$ cat config.mk
export PLATFORM = sky130hd
export DESIGN_NAME = rf_wport_arb_flat
export DESIGN_NICKNAME = d
export VERILOG_FILES = /design/src/rtl/rf_pkg.sv /design/src/rtl/rf_wport_arb_if.sv /design/src/rtl/rf_wport_arb_rr_arb2.sv /design/src/rtl/rf_wport_arb.sv /design/src/flat_wrapper.sv
export SDC_FILE = /design/constraint.sdc
export NUM_CORES = 1
export LEC_CHECK = 0
export ABC_AREA = 1
export CAP_MARGIN = 20
export CORE_MARGIN = 2
export CORE_UTILIZATION = 37
export CTS_BUF_LIST = sky130_fd_sc_hd__clkbuf_8
export DETAILED_ROUTE_END_ITERATION = 8
export GPL_ROUTABILITY_DRIVEN = 0
export PLACE_DENSITY = 0.81
export SYNTH_ARGS = -nofsm -noshare
export SYNTH_HDL_FRONTEND = slang
export SYNTH_HIERARCHICAL = 1
export SYNTH_SLANG_ARGS = --single-unit
$ cat constraint.sdc
create_clock -name clk -period 1.76 [get_ports clk]
set_input_delay 0.176 -clock clk [delete_from_list [all_inputs] [get_ports clk]]
set_output_delay 0.176 -clock clk [all_outputs]
set_load 0.005 [all_outputs]
$ cat src/rtl/rf_pkg.sv
// Shared definitions for the register-file write-port arbiter slice.
package rf_pkg;

  localparam int DW_DEFAULT = 32;
  localparam int AW_DEFAULT = 5;
  localparam int NUM_REGS   = 32;
  localparam int REG_ZERO   = 0;

  typedef enum logic {
    REQ_ALU = 1'b0,
    REQ_LSU = 1'b1
  } req_id_t;

endpackage

$ cat src/rtl/rf_wport_arb_if.sv
// Write-port bus between the two writeback requesters and the arbiter.
// Optional read-forwarding signals are present only when RF_BYPASS_EN is defined.
interface rf_wport_arb_if #(
  parameter int DW = 32,
  parameter int AW = 5
);

  logic          req0_valid;
  logic [AW-1:0] req0_a3;
  logic [DW-1:0] req0_wr;
  logic          req0_ready;
  logic          req1_valid;
  logic [AW-1:0] req1_a3;
  logic [DW-1:0] req1_wr;
  logic          req1_ready;
  logic          wrenable;
  logic [AW-1:0] a3;
  logic [DW-1:0] wr;
  logic          gnt_id;
`ifdef RF_BYPASS_EN
  logic [AW-1:0] a1;
  logic [AW-1:0] a2;
  logic [DW-1:0] rf_rd1;
  logic [DW-1:0] rf_rd2;
  logic [DW-1:0] rd1;
  logic [DW-1:0] rd2;
`endif

  modport master (
    output req0_valid, req0_a3, req0_wr,
    output req1_valid, req1_a3, req1_wr,
    input  req0_ready, req1_ready,
    input  wrenable, a3, wr, gnt_id
`ifdef RF_BYPASS_EN
    ,
    output a1, a2, rf_rd1, rf_rd2,
    input  rd1, rd2
`endif
  );

  modport slave (
    input  req0_valid, req0_a3, req0_wr,
    input  req1_valid, req1_a3, req1_wr,
    output req0_ready, req1_ready,
    output wrenable, a3, wr, gnt_id
`ifdef RF_BYPASS_EN
    ,
    input  a1, a2, rf_rd1, rf_rd2,
    output rd1, rd2
`endif
  );

endinterface

$ cat src/rtl/rf_wport_arb_rr_arb2.sv
// Two-way round-robin arbiter: combinational grant, pointer advances on every grant.
module rr_arb2
  import rf_pkg::*;
(
  input  logic       clk,
  input  logic       rst,
  input  logic [1:0] req,
  output logic [1:0] gnt,
  output req_id_t    gnt_id
);

  req_id_t prio;

  // Grants are suppressed during reset so nothing is accepted while the write port is held idle.
  always_comb begin
    gnt = 2'b00;
    if (!rst) begin
      if (req[0] && req[1]) begin
        gnt = (prio == REQ_LSU) ? 2'b10 : 2'b01;
      end else begin
        gnt = req;
      end
    end
  end

  assign gnt_id = gnt[1] ? REQ_LSU : REQ_ALU;

  always_ff @(posedge clk or posedge rst) begin
    if (rst) begin
      prio <= REQ_ALU;
    end else if (gnt[0]) begin
      prio <= REQ_LSU;
    end else if (gnt[1]) begin
      prio <= REQ_ALU;
    end
  end

endmodule

$ cat src/rtl/rf_wport_arb.sv
// Register-file write-port arbiter: round-robin between ALU and load/mul writeback, 1-cycle registered write.
// Define RF_BYPASS_EN to add combinational forwarding of the presented write onto two read ports.
module rf_wport_arb
  import rf_pkg::*;
#(
  parameter int DW = DW_DEFAULT,
  parameter int AW = AW_DEFAULT
) (
  input  logic          clk,
  input  logic          rst,
  rf_wport_arb_if.slave bus
);

  logic [1:0]    req;
  logic [1:0]    gnt;
  req_id_t       sel_id;
  logic [AW-1:0] sel_a3;
  logic [DW-1:0] sel_wr;

  assign req = {bus.req1_valid, bus.req0_valid};

  rr_arb2 u_arb (
    .clk    (clk),
    .rst    (rst),
    .req    (req),
    .gnt    (gnt),
    .gnt_id (sel_id)
  );

  assign bus.req0_ready = gnt[0];
  assign bus.req1_ready = gnt[1];
  assign sel_a3 = gnt[1] ? bus.req1_a3 : bus.req0_a3;
  assign sel_wr = gnt[1] ? bus.req1_wr : bus.req0_wr;

  // Writes to r0 are acknowledged but never reach the register file.
  always_ff @(posedge clk or posedge rst) begin
    if (rst) begin
      bus.wrenable <= 1'b0;
      bus.a3       <= '0;
      bus.wr       <= '0;
      bus.gnt_id   <= 1'b0;
    end else if (|gnt) begin
      bus.wrenable <= (sel_a3 != AW'(REG_ZERO));
      bus.a3       <= sel_a3;
      bus.wr       <= sel_wr;
      bus.gnt_id   <= sel_id;
    end else begin
      bus.wrenable <= 1'b0;
    end
  end

`ifdef RF_BYPASS_EN
  assign bus.rd1 = (bus.wrenable && (bus.a3 == bus.a1) && (bus.a1 != AW'(REG_ZERO))) ? bus.wr : bus.rf_rd1;
  assign bus.rd2 = (bus.wrenable && (bus.a3 == bus.a2) && (bus.a2 != AW'(REG_ZERO))) ? bus.wr : bus.rf_rd2;
`endif

endmodule

$ cat src/flat_wrapper.sv
// flat-port wrapper written by rule: the top's interface ports become plain ports
module rf_wport_arb_flat import rf_pkg::*;
#(
  parameter int DW = DW_DEFAULT,
  parameter int AW = AW_DEFAULT
)
  (clk, rst, bus_req0_valid, bus_req0_a3, bus_req0_wr, bus_req1_valid, bus_req1_a3, bus_req1_wr, bus_req0_ready, bus_req1_ready, bus_wrenable, bus_a3, bus_wr, bus_gnt_id);
  rf_wport_arb_if #(.DW(DW), .AW(AW)) bus_i ();
  input  logic clk;
  input  logic rst;
  input wire logic [$bits(bus_i.req0_valid)-1:0] bus_req0_valid;
  input wire logic [$bits(bus_i.req0_a3)-1:0] bus_req0_a3;
  input wire logic [$bits(bus_i.req0_wr)-1:0] bus_req0_wr;
  input wire logic [$bits(bus_i.req1_valid)-1:0] bus_req1_valid;
  input wire logic [$bits(bus_i.req1_a3)-1:0] bus_req1_a3;
  input wire logic [$bits(bus_i.req1_wr)-1:0] bus_req1_wr;
  output wire logic [$bits(bus_i.req0_ready)-1:0] bus_req0_ready;
  output wire logic [$bits(bus_i.req1_ready)-1:0] bus_req1_ready;
  output wire logic [$bits(bus_i.wrenable)-1:0] bus_wrenable;
  output wire logic [$bits(bus_i.a3)-1:0] bus_a3;
  output wire logic [$bits(bus_i.wr)-1:0] bus_wr;
  output wire logic [$bits(bus_i.gnt_id)-1:0] bus_gnt_id;
  assign bus_i.req0_valid = bus_req0_valid;
  assign bus_i.req0_a3 = bus_req0_a3;
  assign bus_i.req0_wr = bus_req0_wr;
  assign bus_i.req1_valid = bus_req1_valid;
  assign bus_i.req1_a3 = bus_req1_a3;
  assign bus_i.req1_wr = bus_req1_wr;
  assign bus_req0_ready = bus_i.req0_ready;
  assign bus_req1_ready = bus_i.req1_ready;
  assign bus_wrenable = bus_i.wrenable;
  assign bus_a3 = bus_i.a3;
  assign bus_wr = bus_i.wr;
  assign bus_gnt_id = bus_i.gnt_id;
  rf_wport_arb #(.DW(DW), .AW(AW)) u_core (.clk(clk), .rst(rst), .bus(bus_i));
endmodule
==> Changelog: implementation, run 1 <==
## Flow update

* GRT busiest layer: met2
* Post-synthesis area per instance at ~8.0 um^2
* Vias in the first global route at about 2000
* Met1 WL at approximately 2200 um
* Worst Setup EP: bus_req1_ready
* Worst Tran Pin Value at 0.489 ns
* Fin. Hold Viols at 0
* WL met3 at 445 um
* Syn Std Cell Area at roughly 1900 um^2
* # setup viols final at 0
* Clk root buf: clkbuf_8
* CP Capture Type: output pin
* CTS tree: yes
* Pwr/cell area at 884 nW/um^2
* Worst path bufs/invs at 3
* PortBufs at 118
* Tool warnings at 26
* Synth Net Count at 312
* Placement Setup Slack at -0.0250 ns
* Top sig layer: met4
* Global routing usage on met3 at 5.89%
* Layout cell share with drive strength beyond 1 at 6.23%
* Reg2Reg Setup Slack at 0.32 ns
* Reg2reg path depth at 7
* Synth Instances at about 230
* Ys flops at approximately 40
* Final WS setup at 0.0869 ns
* Gates resized, CTS repair at 0
* Unique cell types at 14
* Fin crit period at 1.67 ns
* Reg2reg end: u_core/bus.wr[25]
* Ports at 119
* Setup Skew at between 0.003 and 0.004 ns
* Yosys stat area at around 1900 um^2
* Number of max-cap violations at 0
* Status: complete, no violations
* Synth Warn # at 6
* First-pass GRT wire length at 8630 um
* Core Density at Floorplan at 38.9%
* Initial antenna violation count at 0
* Slew headroom at 67.4%
* Cycle use final at between 90% and 100%
* Placed inst area at 3170 um^2
* Placed Instances at between 400 and 500
* Max Clk Rate at 598 MHz
* Setup total negative slack at 0 ns
* Final Cell Area at 3280 um^2
* Iteration-0 DRC Markers at 64
* Leak at between 1 and 1.5 nW
* Most used cell, CP: clkdlybuf4s50_1
* Final non-filler cell total at 420
* Met2 WL at ~2800 um
* Critical R2R Launch: u_core/u_arb/prio
* Crit. Startpoint: rst
* CP Depth at 5
* Cell chain of the critical path: clkdlybuf4s50_1 -> inv_2 -> nand2_2 -> a21oi_4 -> clkdlybuf4s50_1
* Arr. time, crit path at 1.50 ns
* DR vias/cell at roughly 4.7
* Largest net degree at the start of global routing at roughly 40
* WL/cell at 13.1 um
* Seq share, synth at 53.8%
* Grt met2 use at a little over a third
* Clk sinks at 40
* Hold_buf cts at 0
* Crit Path Class: input pin to output pin
* Total GRT Usage at 20.1%
* Yosys cell count at 234
* Final WL at 5510 um
* 1st-pass router iterations at 5
* Max Slew Vio Count at 0
* Met1 global-route usage at 23.6%
* Via count at 1974
* Cts bufs inserted at 5
* Final Net Count at 430
* Max clock buf depth at 2
* Total gr overflow at 0
* Die ar. at 5620 um^2
* Post CTS Setup Buffer Count at 0
* Worst hold path class: input pin to async pin
* P&R area growth vs syn at 76.3%
* Worst-path clk slew at 0.07 ns
* H-Tree Depth at 2
* Crit path DRT at roughly 1.6 ns
* Largest fanout on the critical path at 3
* Slowest CP cell: clkdlybuf4s50_1
* Crit path max-delay family: buffers and inverters
* Crit path largest cell delay at 0.54 ns
* Dpl hpwl at 4100 um
* Startpoint Class: input pin
* Antenna-violating nets left at 0
* Diodes inserted at 0
* Post-layout total power at about 0.0029 W
* Fin Hold WS at 0.0947 ns
* Unrepaired setup endpoints after global routing: false
* DRC viols at 0
run 1: area by class of cell:
class	count	area [um^2]
tap	67	83.8
multi-input combinational	165	733
sequential	40	1000
inverter	14	52.6
fill	402	1500
clock buffer	5	68.8
clock inverter	3	38.8
timing repair buffer	126	1300
run 1: synth_stat cells (all sizes together):
cell | instances | area (um^2)
clkbuf | 2 | 7.51
nand2 | 56 | 213
a21oi | 65 | 329
o21ai | 7 | 35.0
nand3 | 2 | 10.0
buf | 13 | 75.1
inv | 14 | 52.6
nor2 | 35 | 139
dfrtp | 40 | 1000
run 1: layout by cell type, fill, tap and decap left out, types with 2 or more instances in the layout:
| master | instances |
|---|---|
| nand2_1 | 55 |
| o21ai_0 | 7 |
| buf_4 | 3 |
| nor2_1 | 34 |
| a21oi_1 | 64 |
| dfrtp_1 | 40 |
| inv_1 | 11 |
| clkdlybuf4s50_1 | 118 |
| clkbuf_8 | 5 |
| inv_2 | 4 |
| nand3_1 | 2 |
| buf_12 | 5 |
run 1: kinds of logic after synthesis:
logic type	share of synthesized area, %
and+or+nand+nor	19.4
AOI/OAI and AO/OA	19.6
DFF	53.8
buffers and inverters	7.26
run 1: registers in the layout (all words and copies together) (netlist names):
register	count
u_core/bus.wrenable	1
u_core/bus.gnt_id	1
u_core/bus.wr	32
u_core/u_arb/prio	1
u_core/bus.a3	5
run 1: where the power goes:
group | leakage (nW) | internal [W] | switching (W) | total (W)
Sequential | 0.454 | 0.00110 | 0.0000996 | 0.00120
Clock | 0.0593 | 0.000415 | 0.000302 | 0.000717
Combinational | 0.953 | 0.000613 | 0.000373 | 0.000986
Total | 1.47 | 0.00213 | 0.000774 | 0.00290
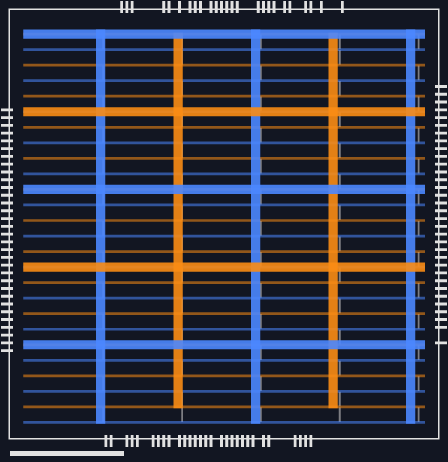
run_1/power_grid.png
The bar under the picture is 20 um long. Pins as bars on the die edge. Tap cells in gray.
net	color
VDD	orange
VSS	blue
rows	25
signal pins	119
met1 rails	26
Die Wd: 74.9 um
VDD IR-drop max: 0.455 mV
placeable core region: 4790 um^2

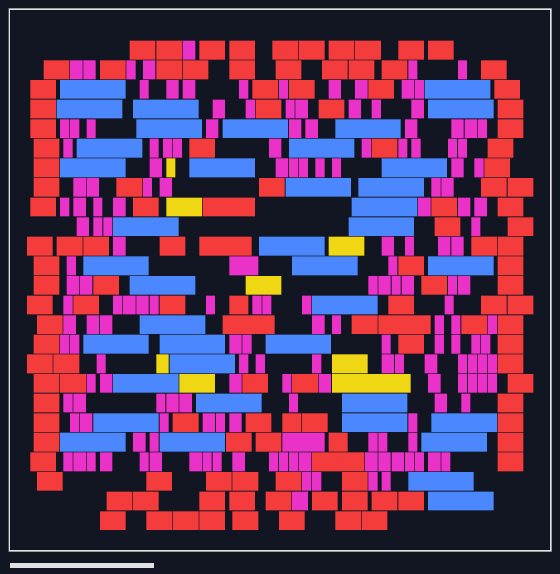
run_1/placement_by_type.png
The bar under the picture is 20 um long.
class	color	cells
other buffers and delay cells	red	126
clock drivers and dummy loads	yellow	8
flops	blue	40
combinational and other logic	magenta	179
fin util: 68.6%
row cnt: 25
Seq/total area: 30.5%

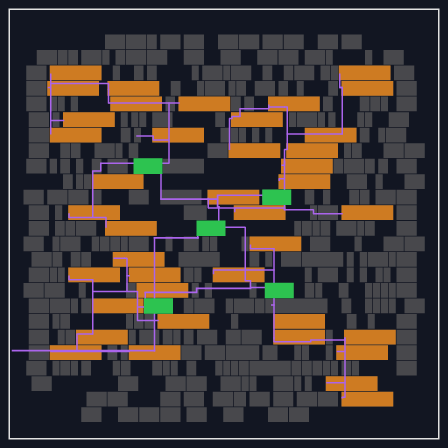
run_1/clk_routes.png
[clock drivers] green | count: 5
[clock wires] purple | length: 431 um
[flip-flops] orange | count: 40
routed clock nets	6
flops lie	all over the die
worst skew pair latency: 0.28 ns
P_clk: 0.000717 W

run_1/wires.png
The bar under the picture is 20 um long. Only two layers are drawn.
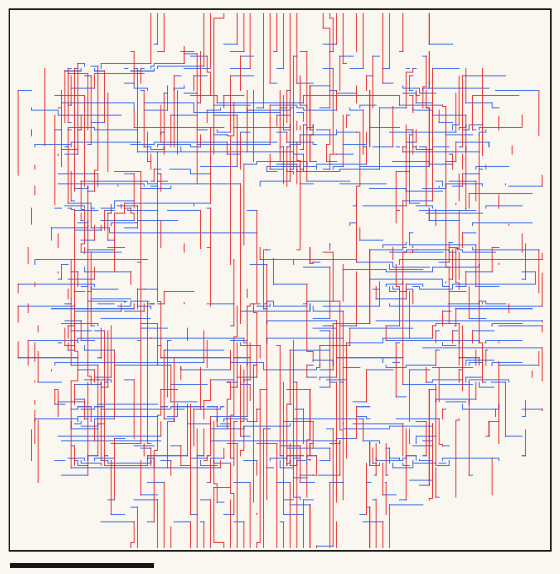

==> run 2: changes to the inputs <==
ABC_AREA = unset   (was 1)
CORE_UTILIZATION = 38   (was 37)
PLACE_DENSITY = 0.83   (was 0.81)
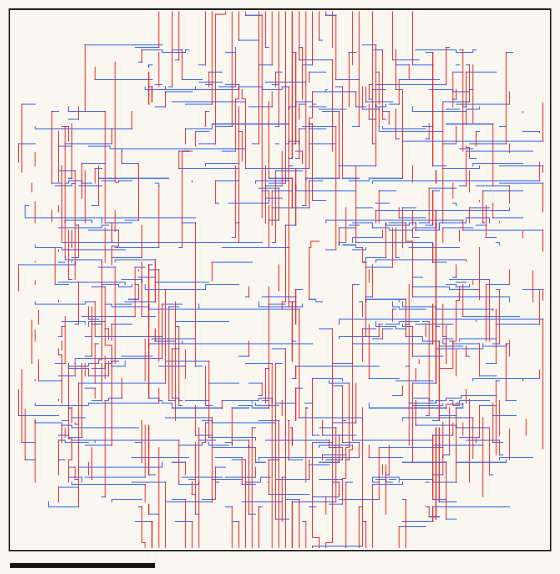
run_2/wires.png
The bar under the picture is 20 um long. Only two layers are drawn.
layer	color	wire length
metal 1	blue	2030 um
metal 2	red	2600 um
WL/cell: 13.8 um
final WL: 5110 um
Total GRT Usage: 18.4%
via count: 1761

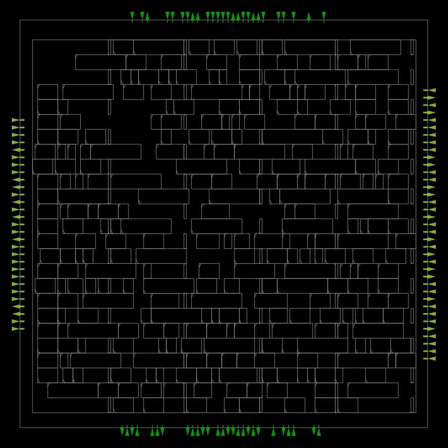
run_2/placement.png
Seq/total area: 30.3%
final non-filler cell total: 371

==> Changelog: implementation, run 2 <==
## Flow update

* Top Layout Cells: 116 x clkdlybuf4s50_1, 40 x o21ai_1, 40 x dfrtp_1
* Dominant comb cell: multiplexers
* DRC viols at 0
* Tool warnings at 26
* Leak at 1.33 nW
* CP Capture Type: register
* Yosys stat area at roughly 1900 um^2
* Max clock buf depth at 2
* WL met3 at 443 um
* PortBufs at 118
* Row cnt at 25
* Largest net degree at the start of global routing at 40
* Crit path max-delay family: buffers and inverters
* Crit path largest cell delay at roughly 0.47 ns
* Asr flop ratio synth at 100%
* Post-synth top area cell: dfrtp_1
* Largest fanout on the critical path at 16
* Yosys xor share at 0%
* Diodes inserted at 0
* AO/OA Area Share at 11.3%
* Synth Net Count at 258
* Placed Instances at 362
* Max Slew Vio Count at 0
* Commonest Layout Cell: clkdlybuf4s50_1
* Biggest regs: u_core/bus.wr: 32 flops, u_core/bus.a3: 5 flops
* H-Tree Depth at 2
* First-pass GRT wire length at roughly 8000 um
* Top sig layer: met4
* Met1 global-route usage at about a fifth
* Startpoint Class: input pin
* Yosys cell count at 180
* Dpl hpwl at slightly below 4000 um
* Iteration-0 DRC Markers at between 40 and 50
* Placed inst area at between 3000 and 4000 um^2
* Layout cell share with drive strength beyond 1 at 7.57%
* Fin. Hold Viols at 0
* Max Clk Rate at 618 MHz
* Dominant cell area share at between 50 and 60%
* Clk root buf: clkbuf_8
* GRT busiest layer: met2
* Crit Path Class: input pin to register
* Final Cell Area at 3300 um^2
* Slew headroom at 66.3%
* Hold_buf cts at 0
* Met1 WL at about 2000 um
* Die H at 74.3 um
* Synth Instances at 180
* Final WS setup at roughly 0.14 ns
* Post-synthesis area per instance at around 10 um^2
* DR vias/cell at 4.75
* 1st-pass router iterations at 4
* Die Wd at 74.3 um
* Antenna-violating nets left at 0
* Arr. time, crit path at 1.78 ns
* # setup viols final at 0
* Most flops, register: u_core/bus.wr
* Syn Std Cell Area at ~1900 um^2
* Ys flop type: dfrtp_1
* AND/OR/NAND/NOR Cells, Area Fraction at 9.25%
* Unrepaired setup endpoints after global routing: false
* Placeable core region at 4750 um^2
* Grt met2 use at 33.8%
* Worst hold path class: input pin to async pin
* Cell chain of the critical path: clkdlybuf4s50_1 -> or2b_1 -> a21oi_4 -> buf_4 -> mux2i_1 -> o21ai_1
* Multiplexer share at 20.8%
* Fin util at 69.4%
* Fin crit period at 1.62 ns
* Max reg flops at 32
* Unique cell types at 17
* Synth Warn # at 6
* Initial antenna violation count at 0
* EDFF count, synth at 0
* Total gr overflow at 0
* Worst-path clk slew at 0.08 ns
* CTS tree: yes
* Met2 WL at approximately 2600 um
* VDD IR-drop max at 0.442 mV
* Core Density at Floorplan at between 30 and 40%
* Vias in the first global route at 1802
* Clk sinks at 40
* P&R area growth vs syn at 75.6%
* Ys flops at 40
* Final Net Count at 381
* Status: complete, no violations
* Placement Setup Slack at -0.156 ns
* Cts bufs inserted at 5
* Ports at around 120
* Cycle use final at 91.9%
* Worst Tran Pin Value at 0.506 ns
* Global routing usage on met3 at under 10%
* Synth cell count leaders: 40 x dfrtp_1, 40 x o21ai_1, 38 x mux2i_1
* Seq share, synth at 53.2%
* Number of max-cap violations at 0
* Worst path bufs/invs at 2
* Post-Synth Adder-Cell Area at 0%
* Top cells, area: dfrtp_1 53%, mux2i_1 20%, o21ai_1 11%, nand2_1 7.4%, buf_2 1.6%
* Crit path DRT at 1.93 ns
* Slowest CP cell: clkdlybuf4s50_1
* Die ar. at 5530 um^2
* Pwr/cell area at 851 nW/um^2
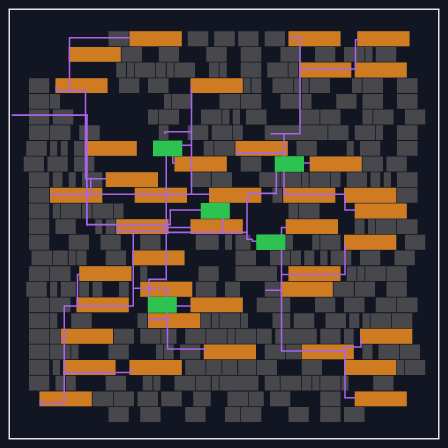
run_2/clk_routes.png
[flip-flops] orange | count: 40
[clock wires] purple | length: 485 um
[clock drivers] green | count: 5
flops lie	all over the die
routed clock nets	6
Setup Skew: 0.00775 ns
P_clk: 0.000738 W
worst skew pair latency: 0.29 ns

## run 2: cell types whose count changed after synthesis, sizes merged, moves of 2 or more
cell,previous run,this run
a21oi,65,1
buf,13,11
inv,14,3
mux2i,0,38
nand2,56,37
nand3,2,0
nor2,35,1
o21ai,7,40
or4,0,2
## run 2: worst min-delay path, delay by kind of cell
family   cells  cell delay (ns)
buf+inv      3             0.64
## run 2: through the flow
step,TNS [ns],hold slack (ns),total power (W)
2_1_floorplan,0,-0.0953,0.00149
5_1_grt,0,0.211,0.00297
3_3_place_gp,-1.11,0.480,0.00207
4_1_cts,0,0.192,0.00285
3_5_place_dp,-2.24,0.486,0.00210
6_report,0,0.201,0.00281
## run 2: final cells by class
cell class / instances / area (um^2)
clock buffer: 5 / 68.8
fill: 396 / 1450
sequential: 40 / 1000
clock inverter: 3 / 42.5
timing repair buffer: 130 / 1290
tap: 67 / 83.8
inverter: 3 / 11.3
multi-input combinational: 123 / 801
## run 2: final timing paths
path | slack, ns | startpoint | cells past startpoint | to
worst max-delay path | 0.14 | bus_req0_valid | 6 | u_core/bus.wr[24]
worst min-delay path | 0.20 | rst | 3 | u_core/u_arb/prio
worst max register to register | 0.30 | u_core/u_arb/prio | 6 | u_core/bus.gnt_id
worst min register to register | 0.50 | u_core/bus.gnt_id | 1 | u_core/bus.gnt_id
max in group asynchronous | 1.03 | rst | 3 | u_core/bus.wr[25]
min in group clk | 0.43 | bus_req1_wr[30] | 3 | u_core/bus.wr[30]
## run 2: power by group
group          internal, W  switching (W)
combinational     0.000589       0.000300
clock             0.000420       0.000318
sequential         0.00109      0.0000947
total              0.00210       0.000713
## run 2: repair_timing
action | 4_1_cts | 5_1_grt
endpoints found under the setup margin | 2 | 0
resized | 2 | 0
endpoints found under the hold margin | 0 | 0
setup buffers | 1 | 0
run_2/placement_by_type.png
The bar under the picture is 20 um long.
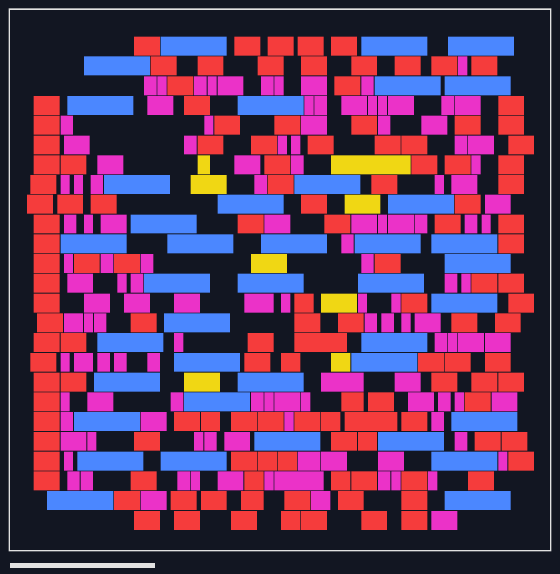

==> run 3: changes to the inputs <==
CORE_MARGIN = 5   (was 2)
MAX_ROUTING_LAYER = met4   (was unset)
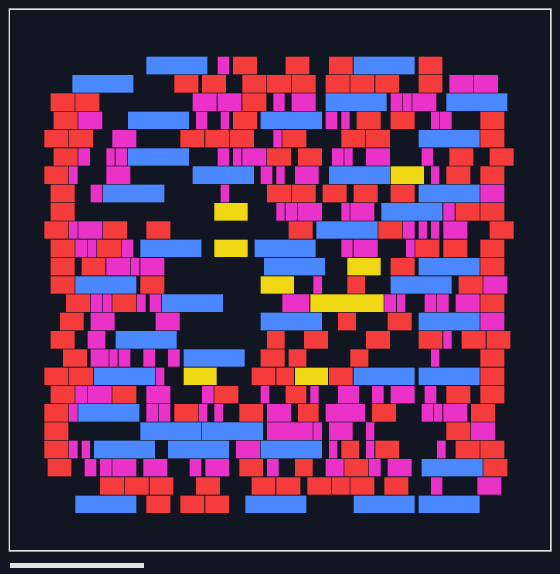
run_3/placement_by_type.png
The bar under the picture is 20 um long.
class	color	cells
flops	blue	40
other buffers and delay cells	red	127
combinational and other logic	magenta	126
clock drivers and dummy loads	yellow	8
Final Cell Area: 3270 um^2
placeable core region: 4750 um^2
Seq/total area: 30.6%
fin util: 68.8%

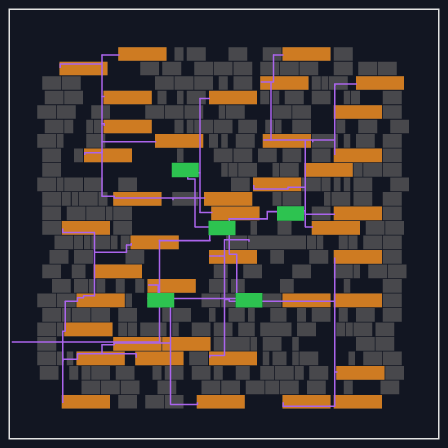
run_3/clk_routes.png
[flip-flops] orange | count: 40
[clock wires] purple | length: 518 um
[clock drivers] green | count: 5
routed clock nets	6
flops lie	all over the die
Clk pwr share: 28.3%
Setup Skew: 0.00771 ns
P_clk: 0.000812 W

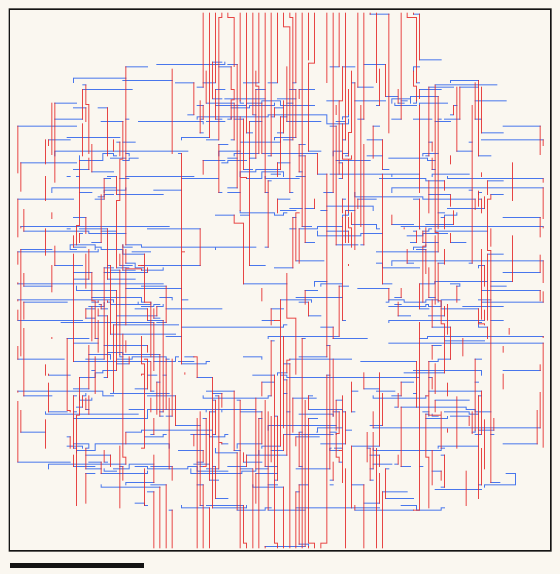
run_3/wires.png
The bar under the picture is 20 um long. Only two layers are drawn.
layer	color	wire length
metal 1	blue	2140 um
metal 2	red	2900 um

==> Changelog: implementation, run 3 <==
## Flow update

* Status: complete, no violations
* First-pass GRT wire length at 8620 um
* DR vias/cell at around 4.7
* Placed Instances at 360
* Clk root buf: clkbuf_8
* Tap Count at 67
* Fin Hold WS at around 0.18 ns
* Met1 WL at ~2100 um
* Unique cell types at 17
* Iteration-0 DRC Markers at 84
* Asr flop ratio synth at 100%
* Synth Instances at between 150 and 200
* Total GRT Usage at 17.9%
* Max clock buf depth at 2
* Met2 WL at 2900 um
* Leak at approximately 1.3 nW
* Pwr/cell area at 879 nW/um^2
* Post CTS Setup Buffer Count at 0
* Reg area at 1000 um^2
* Row cnt at 25
* Cell chain of the critical path: clkdlybuf4s50_1 -> nor2b_2 -> a21boi_4 -> buf_4 -> nor2_1 -> mux2_1
* Biggest consumer: registers
* Combinational fraction of design power at 30.5%
* Post-synthesis area per instance at around 10 um^2
* Ys flop type: dfrtp_1
* Ys flops at about 40
* Largest class: non-clock buffers
* Number of non-clock buffers at 127
* Yosys stat area at 1880 um^2
* Synth Warn # at 6
* # clk buffers at 7
* Synth Net Count at 258
* Cts bufs inserted at 5
* Die Wd at roughly 80 um
* Gate Area at 801 um^2
* Most flops, register: u_core/bus.wr
* Post-synth top area cell: dfrtp_1
* Fraction of area in multi-input gates at 24.5%
* Final non-filler cell total at between 300 and 400
* Startpoint Class: input pin
* H-Tree Depth at 2
* Worst-path clk slew at 0.07 ns
* Clk sinks at 40
* Combinational gates at 123
* Max reg flops at 32
* Worst hold path class: input pin to async pin
* Reg2Reg Setup Slack at 0.31 ns
* Unrepaired setup endpoints after global routing: false
* Slew headroom at 66.6%
* Max Clk Rate at 634 MHz
* Seq share, synth at 53.2%
* Largest net degree at the start of global routing at 40
* Dominant cell area share at approximately 53%
* Core Density at Floorplan at 39.6%
* EDFF count, synth at 0
* Slowest CP cell: clkdlybuf4s50_1
* # setup viols final at 0
* Final WL at roughly 5400 um
* Initial antenna violation count at 0
* Final Net Count at 378
* Die H at 80.3 um
* Total gr overflow at 0
* Ports at 119
* Top sig layer: met4
* Crit path largest cell delay at around 0.52 ns
* P_int at roughly 0.0022 W
* WL/cell at 14.8 um
* Number of max-cap violations at 0
* Registers at approximately 40
* Max Slew Vio Count at 0
* DRC viols at 0
* Via count at 1733
* Synth cell count leaders: 40 x dfrtp_1, 40 x o21ai_1, 38 x mux2i_1
* Fin. Hold Viols at 0
* Die ar. at between 6000 and 7000 um^2
* Worst Tran Pin Value at 0.501 ns
* Clock buf/inv share at 3.87%
* WL met3 at ~370 um
* # fillers at about 390
* Seq. pwr at between 0.001 and 0.0015 W
-- run 3: netlist changes by cell type in the layout (fill, tap and decap cells not counted), sizes merged --
cell	before	now
clkbuf	5	7
buf	12	9
clkinv	1	0
clkinvlp	1	0
-- run 3: path summary, 6_finish.rpt --
check,from,end,cells past startpoint
max,bus_req1_valid,u_core/bus.gnt_id,6
min,rst,u_core/u_arb/prio,3
max reg2reg,u_core/u_arb/prio,u_core/bus.gnt_id,5
min reg2reg,u_core/bus.gnt_id,u_core/bus.gnt_id,1
max in group asynchronous,rst,u_core/bus.wr[10],4
min in group clk,bus_req1_wr[4],u_core/bus.wr[4],3
-- run 3: per-stage QoR --
step / total power, W / instance area (um^2) / setup slack (ns) / setup TNS [ns]
floorplan: 0.00149 / 1880 / 0.369 / 0
global placement: 0.00207 / 3150 / -0.0645 / -1.32
detailed placement: 0.00210 / 3150 / -0.138 / -3.16
CTS: 0.00292 / 3270 / 0.171 / 0
global route: 0.00305 / 3270 / 0.0898 / 0
finish: 0.00287 / 3270 / 0.182 / 0
-- run 3: cells by family after synthesis --
logic type,synth area share (%)
muxes,20.8
DFF,53.2
and+or+nand+nor,9.25
AOI/OAI and AO/OA,11.3
buffers and inverters,5.39
-- run 3: timing repair --
| action | in CTS | in global routing |
|---|---|---|
| hold buffers | 0 | 0 |
| endpoints found under the setup margin | 2 | 0 |
| resized | 2 | 0 |
-- run 3: worst max-delay path, delay by kind of cell --
family	cells	cell delay, ns
and+or+nand+nor	2	0.27
AOI/OAI and AO/OA	1	0.23
buffers and inverters	2	0.77
muxes	1	0.30
-- run 3: metal layers --
| metal | vias up | GRT usage, % |
|---|---|---|
| li1 | 854 | - |
| met1 | 802 | 19.6 |
| met2 | 75 | 32.3 |
| met3 | 2 | 5.04 |
| met4 | 0 | 3.55 |
| met5 | - | - |
No activity file was given, so power comes from the tool's default toggle rates.
